--- src/rtl/eth_pkg.sv ---
`default_nettype none
// eth_pkg: Ethernet constants, reader FSM states and frame length helper
// shared by the switch port datapath.
package eth_pkg;

  localparam int          ETH_HDR_LEN = 14;
  localparam int          ETH_FCS_LEN = 4;
  localparam logic [15:0] ETYPE_IPV4  = 16'h0800;
  localparam logic [15:0] ETYPE_MIN   = 16'h0600;

  typedef enum logic [1:0] {
    IDLE  = 2'd0,
    HDR   = 2'd1,
    BODY  = 2'd2,
    ERROR = 2'd3
  } reader_state_t;

  // Total on-wire length: header + payload padded to the floor + FCS.
  function automatic logic [10:0] frame_len_of(input logic [15:0] len,
                                               input logic [15:0] min_payload);
    logic [15:0] payload;
    payload = (len < min_payload) ? min_payload : len;
    return 11'(payload + 16'(ETH_HDR_LEN + ETH_FCS_LEN));
  endfunction

endpackage
`default_nettype wire

--- src/rtl/byte_skid_buf.sv ---
`default_nettype none
// byte_skid_buf: 2-entry FIFO holding tagged bytes between the FIFO read
// port and the valid/ready output; the caller guarantees it is never pushed when full.
module byte_skid_buf #(
  parameter int WIDTH = 10
) (
  input  logic             clk,
  input  logic             rst,
  input  logic             push,
  input  logic [WIDTH-1:0] push_data,
  output logic             out_valid,
  input  logic             out_ready,
  output logic [WIDTH-1:0] out_data,
  output logic [1:0]       count
);

  logic [WIDTH-1:0] mem [2];
  logic             rd_ptr;
  logic             wr_ptr;
  logic             pop;

  assign out_valid = (count != 2'd0);
  assign out_data  = mem[rd_ptr];
  assign pop       = out_valid & out_ready;

  always_ff @(posedge clk or posedge rst) begin
    if (rst) begin
      mem[0] <= '0;
      mem[1] <= '0;
      rd_ptr <= 1'b0;
      wr_ptr <= 1'b0;
      count  <= 2'd0;
    end else begin
      if (push) begin
        mem[wr_ptr] <= push_data;
        wr_ptr      <= ~wr_ptr;
      end
      if (pop) begin
        rd_ptr <= ~rd_ptr;
      end
      case ({push, pop})
        2'b10:   count <= count + 2'd1;
        2'b01:   count <= count - 2'd1;
        default: count <= count;
      endcase
    end
  end

endmodule
`default_nettype wire

--- src/rtl/fifo_frame_reader.sv ---
`default_nettype none
// fifo_frame_reader: drains the async FIFO read side, delimits Ethernet frames
// from their length/EtherType fields and emits a valid/ready byte stream with SOF/EOF.
module fifo_frame_reader
  import eth_pkg::*;
#(
  parameter int DATA_WIDTH  = 8,
  parameter int ADDR_WIDTH  = 5,
  parameter int MAX_PAYLOAD = 1500,
  parameter int MIN_PAYLOAD = 46
) (
  input  logic                  rclk,
  input  logic                  reset,
  input  logic                  empty,
  input  logic [ADDR_WIDTH:0]   fifo_occu_out,
  input  logic [DATA_WIDTH-1:0] read_data_out,
  output logic                  read_enable,
  output logic [7:0]            tx_data,
  output logic                  tx_valid,
  input  logic                  tx_ready,
  output logic                  tx_sof,
  output logic                  tx_eof,
  output logic [15:0]           frame_count,
  output logic                  err_ethertype,
  output logic                  err_length
);

  reader_state_t state;
  logic          inflight;
  logic [10:0]   byte_idx;
  logic [10:0]   pend_idx;
  logic          pend_sof;
  logic          pend_eof;
  logic [10:0]   frame_len;
  logic [7:0]    type_hi;
  logic [7:0]    tl_hi;
  logic          is_ipv4;

  logic [1:0]    buf_count;
  logic [9:0]    buf_out;
  logic          beat;
  logic [2:0]    outstanding;
  logic          decode_now;
  logic [15:0]   type_word;
  logic [15:0]   tl_word;
  logic          type_len_bad;
  logic          type_unknown;
  logic          tl_bad;
  logic          go_error;
  logic          eof_read;
  logic          unused_occu;

  assign unused_occu = ^fifo_occu_out;

  assign type_word    = {type_hi, read_data_out};
  assign tl_word      = {tl_hi, read_data_out};
  assign decode_now   = inflight && (state == HDR);
  assign type_len_bad = (type_word < ETYPE_MIN) && (type_word > 16'(MAX_PAYLOAD));
  assign type_unknown = (type_word >= ETYPE_MIN) && (type_word != ETYPE_IPV4);
  assign tl_bad       = is_ipv4 && (tl_word > 16'(MAX_PAYLOAD));

  // A header byte that condemns the frame blocks the read in its own return cycle,
  // so nothing past the offending field is ever popped.
  assign go_error = decode_now &&
                    (((pend_idx == 11'd13) && (type_len_bad || type_unknown)) ||
                     ((pend_idx == 11'd17) && tl_bad));

  assign outstanding = {1'b0, buf_count} + {2'b00, inflight};
  assign read_enable = !reset && !empty && (state != ERROR) && !go_error &&
                       (outstanding < 3'd2);

  assign eof_read = (state == BODY) && (byte_idx == frame_len - 11'd1);

  byte_skid_buf #(
    .WIDTH (10)
  ) u_buf (
    .clk       (rclk),
    .rst       (reset),
    .push      (inflight),
    .push_data ({read_data_out, pend_sof, pend_eof}),
    .out_valid (tx_valid),
    .out_ready (tx_ready),
    .out_data  (buf_out),
    .count     (buf_count)
  );

  assign tx_data = buf_out[9:2];
  assign tx_sof  = buf_out[1];
  assign tx_eof  = buf_out[0];
  assign beat    = tx_valid && tx_ready;

  always_ff @(posedge rclk or posedge reset) begin
    if (reset) begin
      state         <= IDLE;
      inflight      <= 1'b0;
      byte_idx      <= '0;
      pend_idx      <= '0;
      pend_sof      <= 1'b0;
      pend_eof      <= 1'b0;
      frame_len     <= '0;
      type_hi       <= '0;
      tl_hi         <= '0;
      is_ipv4       <= 1'b0;
      frame_count   <= '0;
      err_ethertype <= 1'b0;
      err_length    <= 1'b0;
    end else begin
      inflight <= read_enable;

      if (beat && tx_eof) begin
        frame_count <= frame_count + 16'd1;
      end

      // Labels are assigned when the byte is requested, travelling with it to the buffer.
      if (read_enable) begin
        pend_idx <= byte_idx;
        pend_sof <= (state == IDLE);
        pend_eof <= eof_read;
        case (state)
          IDLE: begin
            byte_idx <= 11'd1;
            is_ipv4  <= 1'b0;
            state    <= HDR;
          end
          BODY: begin
            if (eof_read) begin
              byte_idx <= '0;
              state    <= IDLE;
            end else begin
              byte_idx <= byte_idx + 11'd1;
            end
          end
          default: byte_idx <= byte_idx + 11'd1;
        endcase
      end

      // Header fields are decoded as their bytes return, one cycle after the read.
      if (decode_now) begin
        case (pend_idx)
          11'd12: type_hi <= read_data_out;
          11'd13: begin
            if (type_unknown) begin
              err_ethertype <= 1'b1;
              state         <= ERROR;
            end else if (type_len_bad) begin
              err_length <= 1'b1;
              state      <= ERROR;
            end else if (type_word < ETYPE_MIN) begin
              frame_len <= frame_len_of(type_word, 16'(MIN_PAYLOAD));
              state     <= BODY;
            end else begin
              is_ipv4 <= 1'b1;
            end
          end
          11'd16: tl_hi <= read_data_out;
          11'd17: begin
            if (is_ipv4) begin
              if (tl_bad) begin
                err_length <= 1'b1;
                state      <= ERROR;
              end else begin
                frame_len <= frame_len_of(tl_word, 16'(MIN_PAYLOAD));
                state     <= BODY;
              end
            end
          end
          default: ;
        endcase
      end
    end
  end

endmodule
`default_nettype wire

--- config.mk ---
export PLATFORM = sky130hd
export DESIGN_NAME = fifo_frame_reader
export DESIGN_NICKNAME = d
export VERILOG_FILES = /design/src/rtl/eth_pkg.sv /design/src/rtl/byte_skid_buf.sv /design/src/rtl/fifo_frame_reader.sv
export SDC_FILE = /design/constraint.sdc
export NUM_CORES = 1
export LEC_CHECK = 0
export ABC_AREA = 1
export CORE_MARGIN = 2
export CORE_UTILIZATION = 25
export CTS_CLUSTER_DIAMETER = 120
export DETAILED_ROUTE_END_ITERATION = 16
export PLACE_DENSITY = 0.4
export SLEW_MARGIN = 20
export SYNTH_ARGS = -nofsm -noshare
export SYNTH_HDL_FRONTEND = slang
export SYNTH_HIERARCHICAL = 1
export SYNTH_SLANG_ARGS = --single-unit
--- constraint.sdc ---
create_clock -name rclk -period 2.6 [get_ports rclk]
set_input_delay 0.52 -clock rclk [delete_from_list [all_inputs] [get_ports rclk]]
set_output_delay 0.52 -clock rclk [all_outputs]
set_load 0.1 [all_outputs]
Run 1, power grid:
Scale bar: 50 um. Pins as bars on the die edge.
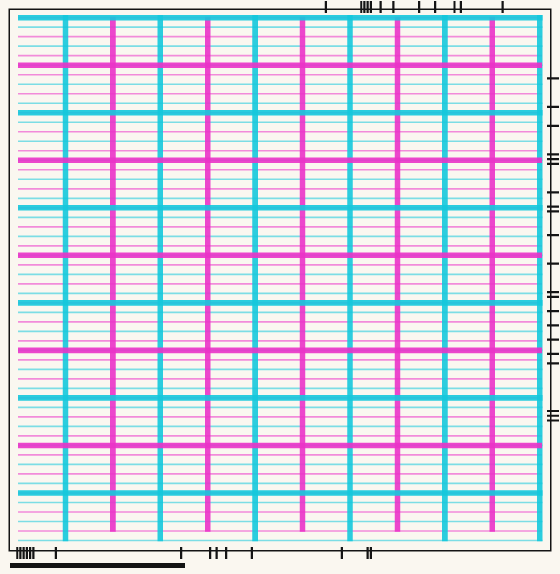
| net | colour |
|---|---|
| VSS | cyan |
| VDD | magenta |
met5 straps: 11
met1 rails: 56
rows: 55
die height: 155 um
VDD IR max: 0.457 mV

Run 1, clock wiring as the flow saved it:
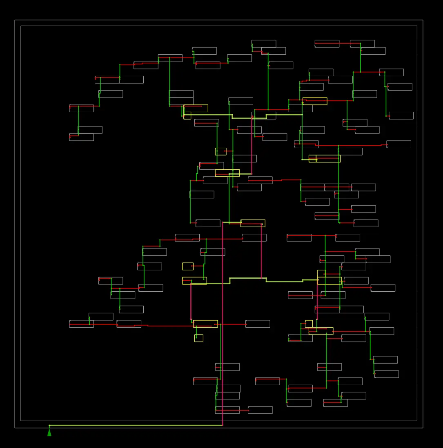
clkbuf count: 9
Final Skew: 7.93 ps
Insertion Delay late pin: 360 ps
Num CTS Buffers: 9
Clock Sinks: 97

Run 1, metal layers overlaid:
Scale bar: 50 um. Two of the layers only.
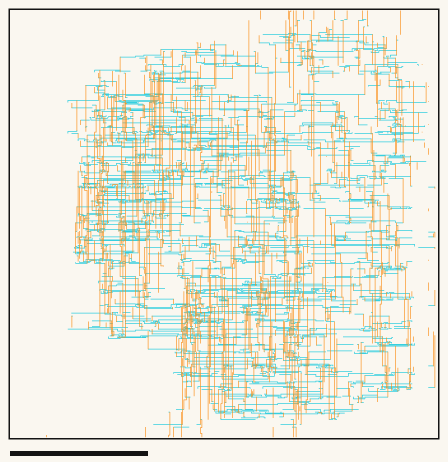
| layer | colour | wire length |
|---|---|---|
| metal 2 | orange | 7270 um |
| metal 1 | cyan | 8080 um |
Vias: 5091
WL per Instance: 13.7 um
GRT Total Usage: 14.2%
drt total wl: 16.0 mm

-- run 1: cell families after synthesis --
logic type | after synthesis
simple gates | 441
buf+inv | 121
flops | 97
compound gates | 85
xor+xnor | 30
fa+ha+maj | 5
mux | 1
-- run 1: final timing paths --
kind | start | depth (start not counted) | end | slack, ps
setup reg to reg | frame_len[0] | 12 | byte_idx[5] | 320
hold / removal | frame_count[15] | 1 | frame_count[15] | 480
min in group asynchronous | reset | 2 | frame_count[12] | 540
setup / recovery | type_hi[4] | 8 | read_enable | 120
hold reg to reg | frame_count[15] | 1 | frame_count[15] | 480
max in group asynchronous | reset | 3 | type_hi[3] | 1470
-- run 1: metal layers --
metal / vias up / GRT usage (%)
met1: 2329 / 20.3
li1: 2660 / -
met5: - / 0
met3: 16 / 2.52
met2: 86 / 22.2
met4: 0 / 3.79
==> flow_summary.toml, run 1 <==
# synthesis and place-and-route metrics
[global_route]
grt_pass1_vias = 4932
antenna_found_initial = 0

[layout]
flop_area_mm2 = 0.00243
clock_area_share_pct = 4.01
layout.nets = 898
buf_share_pct = 13.2
fillers = 2436
diodes = 0
comb_share_pct = 38.4
comb.multi_input.count = 562
seq-cell-share_pct = 33.8
largest_cell_class = "combinational gates"
final_area_mm2 = 0.00718
finalNonFillerCells = 1165
final_common_cell = "nand2_1"

[floorplan]
pin_count = 48
rows = 55
core_mm2 = 0.0224
fp_util_pct = 25.2

[run]
warnings = 32

[placement]
place_area_mm2 = 0.00686
place_hpwl_mm = 12.6

[routing]
m1WireLength_mm = 8.08
wl_met3_um = 423
drc_errors = 0
via_per_inst = 4.37
top_layer = "met4"

[logic_synthesis]
yosysUniqueCellTypes = 42
netlist.area_leader.share_pct = 42.9
aoi_share_pct = 8.68
ys_sh_adder_pct = 1.10
ys_ff = 97
ys_sh_xor_pct = 4.64
synth.cell_area_mm2 = 0.00566
synthTopCellsByArea = "dfrtp_1 (43%), nand2_1 (17%), inv_1 (6.9%)"
synth_cells = 780
flop_cell = "dfrtp_1"
async_reset_ff_share_pct = 100
simple_gate_share_pct = 33.7

[pwr]
p_leak_uw = 0.00367
clockPowerShare_pct = 18.6
combPwrFrac_pct = 47.8
p_switching_uw = 3300

[setup_path]
max_stage_delay_ps = 390
required_ps = 2080
critPathBufInv = 2
critPathMaxFanout = 5

[clock_network]
clk_path_buf_depth = 2
cts_setup_buffers = 4
holdBufCountCts = 0

[status]
status = "completed"

[sta]
tns_ps = 0
slew_headroom_pct = 57.7
worst_hold_slack_ps = 482
==> run 2, diff against run 1 <==
clock period = 2.29 ns   (was 2.6 ns; I/O delays follow)
==> run 2 against run 1 <==
Net effect: the run now ends with negative setup slack left; wire length up 5.6%; flip-flop count unchanged; sequential power up 12%.
==> flow_summary.toml, run 2 <==
# synthesis and place-and-route metrics
[status]
status = "finished, violations left"
violations = "negative setup slack"

[sta]
hold_viol = 0
grt_setup_unrepaired = "true"
worst_slack_ps = -14.4
clock-skew-final_ps = 11.4
tns_ps = -14.4
setup_viol = 1

[layout]
final_area_mm2 = 0.00771
seq-cell-share_pct = 31.6
largest_register = "u_buf/mem"
buf_share_pct = 17.3
comb_share_pct = 37.3
syn2layout_area_growth_pct = 36.1
flop_area_mm2 = 0.00243
clkbuf_count = 11
diodes = 0
clock_area_share_pct = 3.98
fillers = 2428

[routing]
m1WireLength_mm = 8.40
top_layer = "met4"
wl_met3_um = 437
num_vias = 5306
via_per_inst = 4.36
post_drt_wl_per_cell_um = 13.9
totalWireLength_mm = 16.9
drc_errors = 0

[logic_synthesis]
ys_sh_adder_pct = 1.10
simple_gate_share_pct = 33.7
ys_sh_xor_pct = 4.64
flop_cell = "dfrtp_1"
netlist.area_leader.share_pct = 42.9
syn_nets = 803
synth.cell_area_mm2 = 0.00566
async_reset_ff_share_pct = 100
synthTopCellsByArea = "dfrtp_1 (43%), nand2_1 (17%), inv_1 (6.9%)"

[clock_network]
cts_setup_buffers = 25
htreeDepth = 3
cts_num_sinks = 97
clk_latency_ps = 350
cts_buffers = 9
holdBufCountCts = 0
clk_path_buf_depth = 2

[global_route]
grt_pass1_vias = 5304
grt_util_met3_pct = 1.88

[pwr]
p_leak_uw = 0.00392

[setup_path]
critPathMaxFanout = 3
required_ps = 1830
cp-end-kind = "output port"
max_stage_delay_ps = 390
path_cells = "nor2_2, nand2_2, nor2_2, inv_1, nand3_2, nand3_4, a21oi_4, buf_12"
worstRegToRegCells = 15

[placement]
place_hpwl_mm = 13.0
place_area_mm2 = 0.00711
place_congestion = 0.849

[floorplan]
pin_count = 48
fp_util_pct = 25.2

[worst_hold_path]
min_path_cells = 2

[run]
warnings = 34
run 2: per-stage QoR:
stage	hold WS (ps)	power, uW
after floorplan	449	5280
after global placement	465	6750
after detailed placement	466	6750
after CTS	486	8540
after global routing	502	9130
final	480	8500
run 2: worst reg2reg max path: cells and delay by family, from the launching register on:
family        cells  cell delay (ps)
buf+inv           1              160
flops             1              390
simple gates     13             1370
fa+ha+maj         1              180
run 2: worst paths after layout:
kind	startpoint	end	slack, ps
worst max-delay path	type_hi[6]	read_enable	-10
worst min-delay path	pend_sof	pend_sof	480
worst max register to register	type_hi[6]	frame_len[7]	140
worst min register to register	pend_sof	pend_sof	480
max in group asynchronous	reset	frame_count[0]	1330
min in group asynchronous	reset	u_buf/count[1]	630
run 2: where the power goes:
group          switching (uW)  internal [uW]
Sequential                458           2230
Combinational            2690           1520
Clock                     705            888
Run 2, power grid:
Scale bar: 50 um. Pins as bars on the die edge.
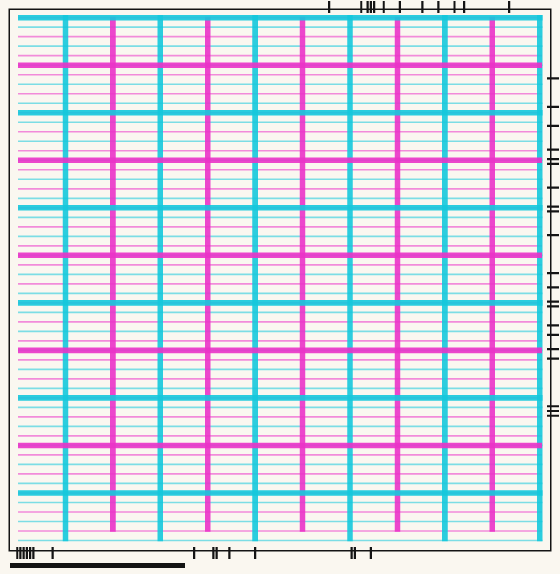
| net | colour |
|---|---|
| VDD | magenta |
| VSS | cyan |
rows: 55
met1 rails: 56
met4 straps: 11
signal pins: 48
met5 straps: 11
die width: 155 um
Core Box Area: 0.0224 mm^2
VDD IR max: 0.537 mV

==> run 3, diff against run 2 <==
CORE_ASPECT_RATIO = 0.75   (was default)
SYNTH_HIERARCHICAL = default   (was 1)
TNS_END_PERCENT = 20   (was default)
==> run 3 against run 2 <==
Net effect: the run still ends with negative setup slack left; clock-buffer cell count shrank 1; critical endpoint unchanged; hold slack worse by 2.4 ps; critical path type unchanged; first-iteration DRC count rose by 32%; power rose by 0.86%; via count shrank 5.7%; global-route usage decreased by 0.83 points; final area decreased by 4.3%; sequential share of layout area up 1.3 points.
==> flow_summary.toml, run 3 <==
# synthesis and place-and-route metrics
[sta]
setup_viol = 1
slew_headroom_pct = 60.7
worst_slack_ps = -28.1
hold_viol = 0
worst_hold_slack_ps = 478
clock-skew-final_ps = 7.94

[clock_network]
holdBufCountCts = 0
htreeDepth = 3
cts_num_sinks = 97
cts_buffers = 9
cts_setup_buffers = 20
clk_path_buf_depth = 2

[worst_hold_path]
hold_start = "frame_count[15]"
min_to = "frame_count[15]"

[setup_path]
r2r_slack_ps = 150
max_stage_delay_ps = 380
path_cells = "nor2_1, nand2_2, inv_2, nand2_2, nor3_2, nand3_2, nand3_4, a21boi_4, buf_12"
r2r_start = "pend_idx[6]"

[pwr]
pg_seq_uw = 2630
clockPowerShare_pct = 18.0
p_leak_uw = 0.00360
pg_clk_uw = 1550
p_sw_share_pct = 47.5
maxPowerGroup = "combinational cells"

[status]
status = "finished, violations left"
violations = "negative setup slack"

[logic_synthesis]
netlist.area_leader.share_pct = 43.0
synthTopCellsByArea = "dfrtp_1 (43%), nand2_1 (13%), nand3_1 (5.9%)"
ys_ff = 97
ys_sh_xor_pct = 4.81
simple_gate_share_pct = 33.3
ys_sh_adder_pct = 1.11

[global_route]
grt_util_met3_pct = 3.09
antenna_found_initial = 0
track_usage_pct = 14.0

[routing]
totalWireLength_mm = 16.1
top_layer = "met4"
drc_errors = 0
num_vias = 5001
wl_met3_um = 609
post_drt_wl_per_cell_um = 14.2
via_per_inst = 4.41

[layout]
flop_area_mm2 = 0.00243
syn2layout_area_growth_pct = 30.6
final_common_cell = "nand2_1"

[floorplan]
fp_util_pct = 25.6

[placement]
place_hpwl_mm = 12.3
[run 3: netlist changes by cell type in the layout (fill, tap and decap cells not counted), sizes merged, moves of 4 or more]
cell and delta:
dlygate4sd2 -7, nand2 -37, xor2 +4, clkdlybuf4s15 +4, buf -36, mux2 +9
inv -25
[run 3: cell type report]
type / count / share of cell area, %
Tap cell: 294 / 4.98
Clock buffer: 10 / 3.24
Multi-Input combinational cell: 530 / 40.0
Inverter: 82 / 4.26
Timing Repair Buffer: 115 / 13.9
Clock inverter: 6 / 0.780
Sequential cell: 97 / 32.9
[run 3: worst max-delay path by stage]
stage	to	slack [ps]	cells past startpoint
finish	read_enable	-30	9
global route	read_enable	-130	9
CTS	read_enable	-50	8
detailed placement	read_enable	-330	9
global placement	read_enable	-320	9
floorplan	frame_count[14]	-200	10
Run 3, power grid:
Scale bar: 50 um. Pins as bars on the die edge.
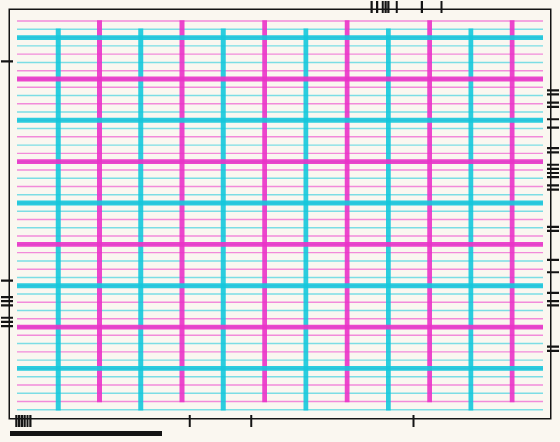
| net | colour |
|---|---|
| VSS | cyan |
| VDD | magenta |
signal pins: 48
met1 rails: 48
die width: 178 um
VDD IR max: 0.448 mV
die height: 134 um
Core Box Area: 0.0221 mm^2

Power and IR drop assume default switching activity.
